`config.mk`:
```
export PLATFORM = sky130hd
export DESIGN_NAME = cdb_arbiter
export DESIGN_NICKNAME = d
export VERILOG_FILES = /design/src/rtl/cdb_arbiter.sv
export SDC_FILE = /design/constraint.sdc
export NUM_CORES = 1
export LEC_CHECK = 0
export ABC_AREA = 0
export ABC_CLOCK_PERIOD_IN_PS = 2650
export CAP_MARGIN = 30
export CORE_MARGIN = 2
export CORE_UTILIZATION = 44
export CTS_CLUSTER_SIZE = 20
export DETAILED_ROUTE_END_ITERATION = 6
export DONT_BUFFER_PORTS = 1
export GPL_TIMING_DRIVEN = 0
export PLACE_DENSITY_LB_ADDON = 0.15
export RECOVER_POWER = 25
export SLEW_MARGIN = 25
export SYNTH_ARGS = -nofsm -noshare
export SYNTH_HDL_FRONTEND = slang
export SYNTH_HIERARCHICAL = 1
export SYNTH_SLANG_ARGS = --single-unit
export TNS_END_PERCENT = 30
```
`constraint.sdc`:
```
create_clock -name clock -period 2.65 [get_ports clock]
set_input_delay 0.265 -clock clock [delete_from_list [all_inputs] [get_ports clock]]
set_output_delay 0.265 -clock clock [all_outputs]
set_load 0.02 [all_outputs]
```
`src/rtl/cdb_arbiter.sv`:
```
// Common data bus arbiter: round-robin grant among ALU, LB and ACU result
// producers, with a single registered broadcast stage onto the CDB.

module cdb_arbiter_slot #(
    parameter int IDX = 0
) (
    input  logic [1:0] rr_ptr_i,
    output logic [1:0] rank_o
);
    // Rank is this source's cyclic distance from rr_ptr; rank 0 wins.
    // The 2-bit wrap keeps the result correct because the true distance is always below 3.
    assign rank_o = (2'(IDX) >= rr_ptr_i) ? 2'(IDX) - rr_ptr_i
                                          : 2'(IDX) + 2'd3 - rr_ptr_i;
endmodule

module cdb_arbiter #(
    parameter int TAG_W  = 5,
    parameter int DATA_W = 32
) (
    input  logic              clock,
    input  logic              reset,
    input  logic              flush,
    input  logic              alu_wr_valid,
    input  logic [TAG_W-1:0]  alu_wr_tag,
    input  logic [DATA_W-1:0] alu_wr_value,
    output logic              alu_wr_written,
    input  logic              lb_wr_valid,
    input  logic [TAG_W-1:0]  lb_wr_tag,
    input  logic [DATA_W-1:0] lb_wr_value,
    output logic              lb_wr_written,
    input  logic              acu_wr_valid,
    input  logic [TAG_W-1:0]  acu_wr_tag,
    input  logic [DATA_W-1:0] acu_wr_value,
    output logic              acu_wr_written,
    output logic              cdb_valid,
    output logic [TAG_W-1:0]  cdb_tag,
    output logic [DATA_W-1:0] cdb_value,
    output logic [1:0]        cdb_src
);
    localparam int NSRC = 3;

    logic [NSRC-1:0]             req;
    logic [NSRC-1:0][TAG_W-1:0]  tag_in;
    logic [NSRC-1:0][DATA_W-1:0] val_in;
    logic [NSRC-1:0][1:0]        rank;
    logic [NSRC-1:0]             grant;

    logic [1:0]        gsel;
    logic [TAG_W-1:0]  gtag;
    logic [DATA_W-1:0] gval;
    logic              any_grant;

    logic [1:0]        rr_ptr_q,    rr_ptr_d;
    logic              cdb_valid_q, cdb_valid_d;
    logic [TAG_W-1:0]  cdb_tag_q,   cdb_tag_d;
    logic [DATA_W-1:0] cdb_value_q, cdb_value_d;
    logic [1:0]        cdb_src_q,   cdb_src_d;

    assign req    = {acu_wr_valid, lb_wr_valid, alu_wr_valid};
    assign tag_in = {acu_wr_tag, lb_wr_tag, alu_wr_tag};
    assign val_in = {acu_wr_value, lb_wr_value, alu_wr_value};

    for (genvar i = 0; i < NSRC; i++) begin : g_slot
        cdb_arbiter_slot #(.IDX(i)) u_slot (
            .rr_ptr_i (rr_ptr_q),
            .rank_o   (rank[i])
        );
    end

    // A requester wins unless another requester sits closer to rr_ptr.
    always_comb begin
        grant = '0;
        for (int i = 0; i < NSRC; i++) begin
            grant[i] = req[i] & ~flush & ~reset;
            for (int j = 0; j < NSRC; j++) begin
                if (j != i && req[j] && rank[j] < rank[i]) grant[i] = 1'b0;
            end
        end
    end

    always_comb begin
        gsel = '0;
        gtag = '0;
        gval = '0;
        for (int i = 0; i < NSRC; i++) begin
            if (grant[i]) begin
                gsel = 2'(i);
                gtag = tag_in[i];
                gval = val_in[i];
            end
        end
    end

    assign any_grant      = |grant;
    assign alu_wr_written = grant[0];
    assign lb_wr_written  = grant[1];
    assign acu_wr_written = grant[2];

    always_comb begin
        rr_ptr_d    = rr_ptr_q;
        cdb_valid_d = any_grant;
        cdb_tag_d   = cdb_tag_q;
        cdb_value_d = cdb_value_q;
        cdb_src_d   = cdb_src_q;
        if (any_grant) begin
            rr_ptr_d    = (gsel == 2'd2) ? 2'd0 : gsel + 2'd1;
            cdb_tag_d   = gtag;
            cdb_value_d = gval;
            cdb_src_d   = gsel;
        end
    end

    always_ff @(posedge clock) begin
        if (reset) begin
            rr_ptr_q    <= '0;
            cdb_valid_q <= 1'b0;
            cdb_tag_q   <= '0;
            cdb_value_q <= '0;
            cdb_src_q   <= '0;
        end else begin
            rr_ptr_q    <= rr_ptr_d;
            cdb_valid_q <= cdb_valid_d;
            cdb_tag_q   <= cdb_tag_d;
            cdb_value_q <= cdb_value_d;
            cdb_src_q   <= cdb_src_d;
        end
    end

    assign cdb_valid = cdb_valid_q;
    assign cdb_tag   = cdb_tag_q;
    assign cdb_value = cdb_value_q;
    assign cdb_src   = cdb_src_q;

    a_grant_onehot: assert property (@(posedge clock) $onehot0(grant));
    a_grant_valid:  assert property (@(posedge clock) (grant & ~req) == '0);
    a_ptr_range:    assert property (@(posedge clock) disable iff (reset) rr_ptr_q != 2'd3);
endmodule

```
Figure 1. Gate-type map (run 1).
Drawn at 6 px/um.
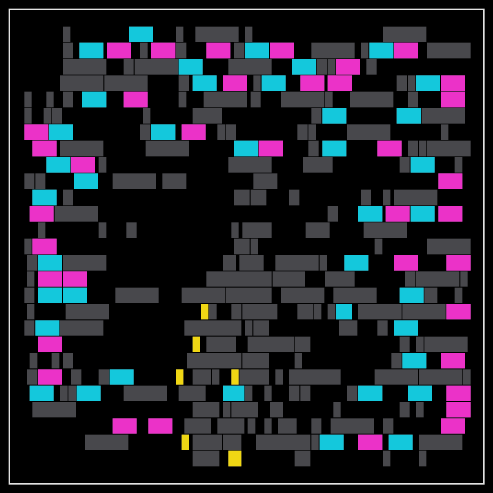
legend:
  non-inverting ao/oa cells:
    colour: cyan
    cells: 39
    where: all over the die
  nand cells:
    colour: yellow
    cells: 6
    where: bottom centre
  mux cells:
    colour: magenta
    cells: 37
    where: all over the die
Post-Layout Cell Count: 337
most frequent logic cell in the layout: inv_1

Figure 2. Zoomed window (run 1).
Region (24, 40) to (54, 70) um. Cells in grey, sequential cells in the stronger grey; small squares are vias.
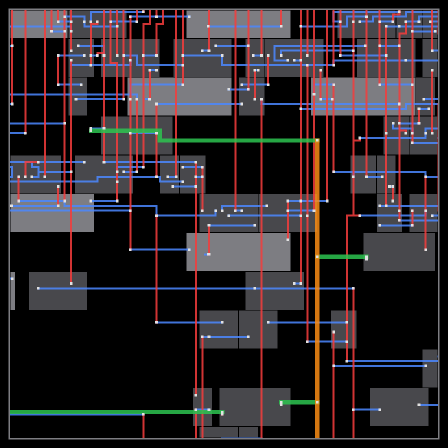
legend:
  metal 4:
    colour: orange
  metal 3:
    colour: green
  metal 1:
    colour: blue
  metal 2:
    colour: red
cells with their middle in the window: 40
netlist names of flops here include: cdb_value (5), cdb_tag (1)
sequential cells in the window: 6

Figure 3. Wiring by layer (run 1).
Drawn at 4 px/um. Two of the layers only.
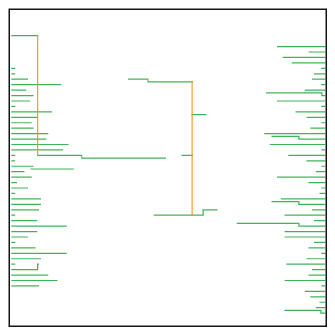
legend:
  metal 3:
    colour: green
    wire_length: 634 um
  metal 4:
    colour: orange
    wire_length: 63.2 um

-- run 1: registers in the layout, summed over array words and instances, names as in the netlist --
signal / flops
cdb_src: 2
cdb_tag: 5
cdb_valid: 1
cdb_value: 32
rr_ptr_q: 1
-- run 1: metal layers --
layer	global-route usage (%)	vias up	wire, um
met1	21.0	889	2530
met3	8.07	6	633
met4	5.00	0	63
li1	-	937	-
met5	0	-	0
met2	33.3	101	2950
-- run 1: through the flow --
stage	std cells	power, mW	util [%]	worst slack (ps)
floorplan	257	1.06	-	178
global placement	329	1.11	46.8	-128
detailed placement	329	1.12	46.8	-156
CTS	336	1.62	49.5	13.3
global route	337	1.71	50.7	-7.33
finish	337	1.62	50.7	96.6
==> flow_metrics.rpt, run 1 <==
=== SYNTHESIS / PLACE & ROUTE SUMMARY ===
----------------------------------------------------
[Outcome]
  Status ........................ complete, no violations

[CTS]
  TritonCTS clock tree ........................ done
  Sinks on Clock Net ........................ 41
  Buffer cell driving the clock tree root ........................ clkbuf_8
  Register clock-pin slew on the reported worst setup and hold paths ........................ 80 ps
  H-tree levels ........................ 2
  Num CTS Buffers ........................ 5
  Number of post-CTS setup repair buffers ........................ 1
  Max clock buf depth ........................ 2
  Count of instances resized after the clock tree is built ........................ 5

[Setup path]
  Crit path capture ........................ cdb_value[3]$_SDFFE_PP0P_
  Category of the worst setup path launch point ........................ flip-flop
  Critical path arrival ........................ around 2700 ps
  Cell depth of the worst setup path ........................ 10
  Maximum fanout along the worst path ........................ 7
  Sort of element at the end of the critical path ........................ flip-flop
  Library cell appearing most often on the critical path ........................ ha_4
  Required time of the worst setup path ........................ 2840 ps
  Worst path max stage delay ........................ ~500 ps
  Flop-to-flop setup slack ........................ roughly 97 ps
  R2r startpoint ........................ cdb_src[0]$_SDFFE_PP0P_
  Type of the setup path with the least slack ........................ flip-flop to flip-flop
  Register-to-Register Path Depth ........................ 10

[Power and ir drop]
  Portion of total power attributed to the clock network ........................ 30.4%
  Sequential logic power ........................ 0.790 mW
  Power in combinational cells ........................ 0.336 mW
  Combinational fraction of design power ........................ 20.8%
  Part of the total power dissipated in sequential elements ........................ about half
  Switching Power ........................ between 0.4 and 0.5 mW
  Clk pwr ........................ 0.491 mW
  Switching power as a share of total power ........................ 30.1%
  Power per unit of standard cell area ........................ 582 nW/um2
  Peak supply drop ........................ 0.260 mV
  Leading power group ........................ registers

[Yosys]
  MUX area fraction ........................ 16.9%
  Cells after Synth ........................ about 260
  Cell types occupying the most area after synthesis ........................ dfxtp_1 (33%), mux2_2 (16%), o221a_1 (14%)
  Fraction of the yosys area taken by sequential cells ........................ 33.3%
  Share of flip-flops with an asynchronous set or reset ........................ 0%
  Netlist Area Pre-Place ........................ 2460 um2
  Area reported by Yosys stat ........................ 2460 um2
  Compound-gate portion of the synthesized area ........................ approximately 28%
  Cell type with the largest total area after synthesis ........................ dfxtp_1
  Commonest register cell after synthesis ........................ dfxtp_1
  Register bit total from synthesis ........................ 41
  Post-synth cell types ........................ 31
  Average footprint of a synthesized cell ........................ approximately 9.6 um2
  EDFF count, synth ........................ 0
  Top-count cell post-synth ........................ inv_1
  Xor+xnor area frac ........................ 0%
  Adder share ........................ 4.06%
  Area share, top type ........................ 33.3%
  Yosys Warn Count ........................ 6
  Number of cells in Yosys stat ........................ 257
  Synth Area in Simple Gates ........................ under 10%
  Top logic cell family in the synthesized netlist ........................ AND-OR/OR-AND gates

[Final timing]
  Setup TNS Final ........................ 0 ps
  Fin crit period ........................ 2550 ps
  Skew final ........................ 6.41 ps
  Fraction of the cycle the final worst path needs ........................ 96.4%
  Minimum hold slack ........................ 151 ps
  Pin slew with the least headroom to its limit ........................ 530 ps
  Worst-case headroom to the max-slew limit ........................ between 60% and 70%
  Number of max-slew violations in the final report ........................ 0
  Number of hold violations in the final report ........................ 0

[Cells and area]
  Clk_buf instances ........................ 5
  Inverters ........................ around 47
  Portion of the layout cell area used by clock cells ........................ 3.74%
  Number of antenna diodes ........................ 0
  Multi-input gate area ........................ around 1400 um2
  Proportion of layout cells with a drive suffix above 1 ........................ 30.2%
  Biggest area consumer among cell classes ........................ combinational gates
  Nets@finish ........................ 390
  Final instance area ........................ 2780 um2
  Area growth from synthesis to layout ........................ 12.6%
  Filler Cells Inserted ........................ 536
  Data buffer area share ........................ ~6.4%
  Fraction of standard cell area in multi-input logic ........................ around half
  Sequential cell count of the final layout ........................ 41
  Area of all sequential standard cells ........................ 826 um2
  Logic Gate Count ........................ 148

[Hold path]
  End point of the worst hold path ........................ cdb_value[11]$_SDFFE_PP0P_
  Number of stages on the worst hold path ........................ 1
  Path category of the worst min-delay check ........................ primary input to flip-flop
  Hold Crit Start ........................ lb_wr_value[11]

[Die]
  Die x size ........................ 78.8 um
  Placement row count ........................ 27
  Core outline area ........................ 5470 um2
  Total die size ........................ 6220 um2
  I/O pin total ........................ about 160

[GRT]
  First-pass GRT wire length ........................ 9440 um
  Antenna violations before repair ........................ 0
  Aggregate global routing overflow ........................ 0
  Via count of the first global-routing pass ........................ 1955
  GR Util All Layers ........................ 18.9%

[Run]
  Total of max-cap violations ........................ 0
  Number of OpenROAD warnings ........................ 26

[Placement]
  Number of buffers inserted by port buffering ........................ 0
  Placed cell area ........................ 2560 um2

[Route]
  Vias per std cell ........................ 5.74
  Routed Wire Length ........................ 6180 um
  First DRT Iteration DRCs ........................ 34
  Number of design rule violations left after detail routing ........................ 0
  Vias ........................ slightly below 2k

----------------------------------------------------
==> run 2, diff against run 1 <==
- CAP_MARGIN: 30 -> 10
- CORE_UTILIZATION: 44 -> 63
Figure 4. Track usage over the die (run 2).
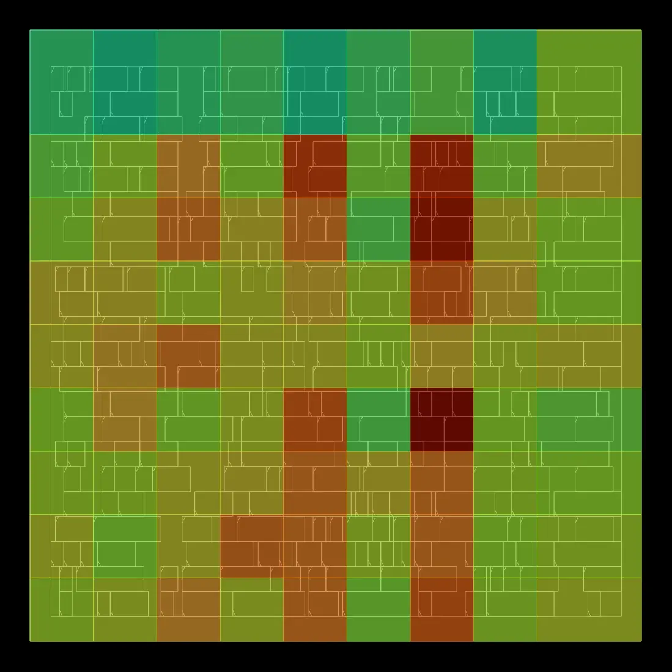
global routing met3 resource utilization: 8.95%
final core utilization: 76.5%

Figure 5. Zoomed window (run 2).
Region (18, 32) to (48, 62) um. Cells in grey, sequential cells in the stronger grey; small squares are vias.
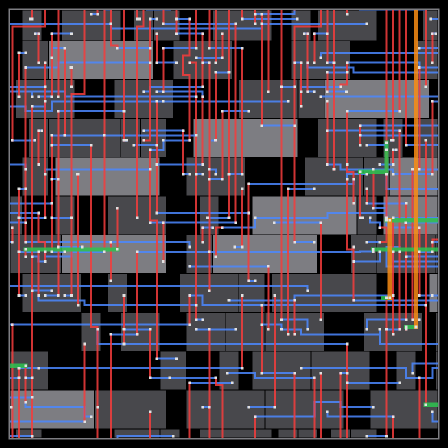
legend:
  metal 4:
    colour: orange
  metal 3:
    colour: green
  metal 2:
    colour: red
  metal 1:
    colour: blue
cells with their middle in the window: 64
sequential cells in the window: 9
netlist names of flops here include: cdb_value (9)
most frequent: inv_1 (10)

==> run 2 against run 1 <==
  * Non-clock buffer count grew 8
  * Power rose by 3.2%
  * Worst setup slack worse by 65 ps
  * Global-route usage is 6.8 points higher
  * Final cell count down 4.2%
  * Critical path type unchanged
==> flow_metrics.rpt, run 2 <==
=== SYNTHESIS / PLACE & ROUTE SUMMARY ===
----------------------------------------------------
[Setup path]
  Launch point of the critical path ........................ cdb_src[0]$_SDFFE_PP0P_
  Critical path arrival ........................ 2800 ps
  R2r startpoint ........................ cdb_src[0]$_SDFFE_PP0P_
  Buffers plus inverters on the worst setup path ........................ 3
  Capturing point of the worst reg2reg path ........................ cdb_value[7]$_SDFFE_PP0P_
  Required time of the worst setup path ........................ about 2800 ps
  Category of the worst setup path launch point ........................ flip-flop
  Cell family contributing the most delay on the critical path ........................ AND-OR/OR-AND gates
  Crit path capture ........................ cdb_value[7]$_SDFFE_PP0P_
  Cell depth of the worst setup path ........................ 10
  Maximum fanout along the worst path ........................ 8
  Register-to-Register Path Depth ........................ 10
  Worst-path cell chain ........................ inv_2 -> ha_4 -> inv_4 -> ha_4 -> nor2b_4 -> o211a_1 -> a211oi_4 -> o21ai_4 -> buf_4 -> o221a_2
  Type of the setup path with the least slack ........................ flip-flop to flip-flop
  Worst path max stage delay ........................ 510 ps
  Sort of element at the end of the critical path ........................ flip-flop
  Flop-to-flop setup slack ........................ 30 ps
  Library cell appearing most often on the critical path ........................ ha_4

[CTS]
  Post-cts hold-fix buffer tally ........................ 0
  Sinks on Clock Net ........................ 41
  H-tree levels ........................ 2
  Register clock-pin slew on the reported worst setup and hold paths ........................ 80 ps
  Count of instances resized after the clock tree is built ........................ 5
  Max clock buf depth ........................ 2
  Buffer cell driving the clock tree root ........................ clkbuf_8
  Late-Pin Clk Latency ........................ 280 ps
  TritonCTS clock tree ........................ done
  Number of post-CTS setup repair buffers ........................ 3
  Num CTS Buffers ........................ 5

[Power and ir drop]
  Switching power as a share of total power ........................ 29.5%
  Portion of total power attributed to the clock network ........................ about 31%
  Sequential logic power ........................ roughly 0.8 mW
  Combinational fraction of design power ........................ between 20% and 30%
  LEAKAGE ........................ 1.28 nW
  Peak supply drop ........................ ~0.32 mV
  Power per unit of standard cell area ........................ 586 nW/um2
  Power in combinational cells ........................ 0.358 mW
  Overall power of the completed layout ........................ 1.67 mW
  Internal power summed over all cells ........................ approximately 1.2 mW
  Switching Power ........................ 0.492 mW
  Part of the total power dissipated in sequential elements ........................ 47.3%
  Clk pwr ........................ about 0.52 mW
  Leading power group ........................ registers

[Cells and area]
  Biggest area consumer among cell classes ........................ combinational gates
  Post-Layout Cell Count ........................ ~320
  Portion of the layout cell area used by clock cells ........................ between 4 and 5%
  Data buffer area share ........................ 8.58%
  Proportion of layout cells with a drive suffix above 1 ........................ 34.2%
  Filler Cells Inserted ........................ between 200 and 300
  Number of antenna diodes ........................ 0
  Fraction of standard cell area in multi-input logic ........................ approximately half
  Inverters ........................ 47
  Most frequent logic cell in the layout ........................ inv_1
  Leading cell types in the layout, fill and taps excluded ........................ inv_1 (45), dfxtp_1 (39), a21oi_1 (38)
  Multi-input gate area ........................ 1420 um2
  Flip-flop count of the largest register, all copies and words added ........................ 32
  Final instance area ........................ 2840 um2
  Register fraction of the total cell area ........................ 29.1%
  Clk_buf instances ........................ 7
  Nets@finish ........................ between 300 and 400
  Non-clk bufs ........................ 30
  Sequential cell count of the final layout ........................ 41
  Area of all sequential standard cells ........................ 828 um2
  Logic Gate Count ........................ 149
  Area growth from synthesis to layout ........................ 15.4%

[Route]
  DRT antenna net count ........................ 0
  Vias ........................ 2038
  First DRT Iteration DRCs ........................ 122
  Vias per std cell ........................ around 6.3
  Highest routing layer actually used ........................ met4
  Routed Wire Length ........................ 6330 um
  Post-DR wirelength/cell ........................ 19.6 um
  Wire length on met2 ........................ 3250 um
  Number of design rule violations left after detail routing ........................ 0
  Met1 Wirelength ........................ 2350 um
  Amount of wire on met3 after detailed routing ........................ 651 um

[Run]
  Number of OpenROAD warnings ........................ 27
  Total of max-cap violations ........................ 0

[Final timing]
  Worst-case headroom to the max-slew limit ........................ 63.5%
  Setup TNS Final ........................ 0 ps
  Number of hold violations in the final report ........................ 0
  Number of max-slew violations in the final report ........................ 0
  Fraction of the cycle the final worst path needs ........................ 98.8%
  Minimum hold slack ........................ 161 ps
  Fin crit period ........................ 2620 ps
  Pin slew with the least headroom to its limit ........................ 546 ps
  Post-route setup slack ........................ 31.9 ps
  Highest clock frequency the design can meet ........................ ~0.38 GHz
  Skew final ........................ 3.23 ps

[Placement]
  Weighted congestion reported at the end of routability-driven placement ........................ between 0.8 and 0.9
  Final HPWL DP ........................ 4540 um
  Number of buffers inserted by port buffering ........................ 0
  Cell Count Post-Placement ........................ 305
  Setup Slack @ Placement ........................ -146 ps
  Placed cell area ........................ around 2500 um2

[Die]
  Die Height ........................ 66.6 um
  Tapcells inserted ........................ 48
  Total die size ........................ ~4400 um2
  Placement row count ........................ 22
  Fp_density ........................ 66.3%
  Die x size ........................ 66.6 um
  Core outline area ........................ 3720 um2
  I/O pin total ........................ 160

[GRT]
  Aggregate global routing overflow ........................ 0
  Via count of the first global-routing pass ........................ 1915
  Largest net degree at the start of global routing ........................ 20
  Antenna violations before repair ........................ 0
  First-pass GRT wire length ........................ 8710 um
  Met1 capacity usage during global routing ........................ 27.9%
  GR Util All Layers ........................ 25.7%
  GR peak layer ........................ met2
  GRT met2 Usage ........................ 46.8%

[Yosys]
  Area reported by Yosys stat ........................ 2460 um2
  Cells after Synth ........................ 257
  Floorplan net count ........................ 382
  Fraction of the yosys area taken by sequential cells ........................ 33.3%
  Post-synth cell types ........................ 31
  Area share, top type ........................ 33.3%
  Register bit total from synthesis ........................ between 40 and 50
  Commonest register cell after synthesis ........................ dfxtp_1
  Xor+xnor area frac ........................ 0%
  Top-count cell post-synth ........................ inv_1
  Adder share ........................ 4.06%
  Average footprint of a synthesized cell ........................ 9.59 um2
  Share of flip-flops with an asynchronous set or reset ........................ 0%
  Cell type with the largest total area after synthesis ........................ dfxtp_1
  Number of cells in Yosys stat ........................ roughly 260
  Cell types occupying the most area after synthesis ........................ dfxtp_1 (33%), mux2_2 (16%), o221a_1 (14%)
  Synth Area in Simple Gates ........................ under 10%
  EDFF count, synth ........................ 0
  Netlist Area Pre-Place ........................ about 2500 um2
  Compound-gate portion of the synthesized area ........................ 28.4%
  Yosys Warn Count ........................ 6
  MUX area fraction ........................ 16.9%
  Most used standard cells in the synthesized netlist ........................ inv_1 (47), dfxtp_1 (41), a21oi_1 (38), mux2_2 (36), o221a_1 (30)
  Top logic cell family in the synthesized netlist ........................ AND-OR/OR-AND gates

[Hold path]
  Path category of the worst min-delay check ........................ primary input to flip-flop

[Outcome]
  Status ........................ complete, no violations

----------------------------------------------------
[run 2: how the worst min path moves through the flow]
stage	cells past startpoint	slack (ps)	startpoint	to
2_1_floorplan	1	450	lb_wr_tag[0]	cdb_tag[0]$_SDFFE_PP0P_
4_1_cts	1	160	lb_wr_value[27]	cdb_value[27]$_SDFFE_PP0P_
3_5_place_dp	1	460	lb_wr_value[27]	cdb_value[27]$_SDFFE_PP0P_
5_1_grt	1	150	lb_wr_value[27]	cdb_value[27]$_SDFFE_PP0P_
6_report	1	160	lb_wr_value[27]	cdb_value[27]$_SDFFE_PP0P_
3_3_place_gp	1	450	lb_wr_value[19]	cdb_value[19]$_SDFFE_PP0P_
Power is estimated from default activity; no workload was simulated.
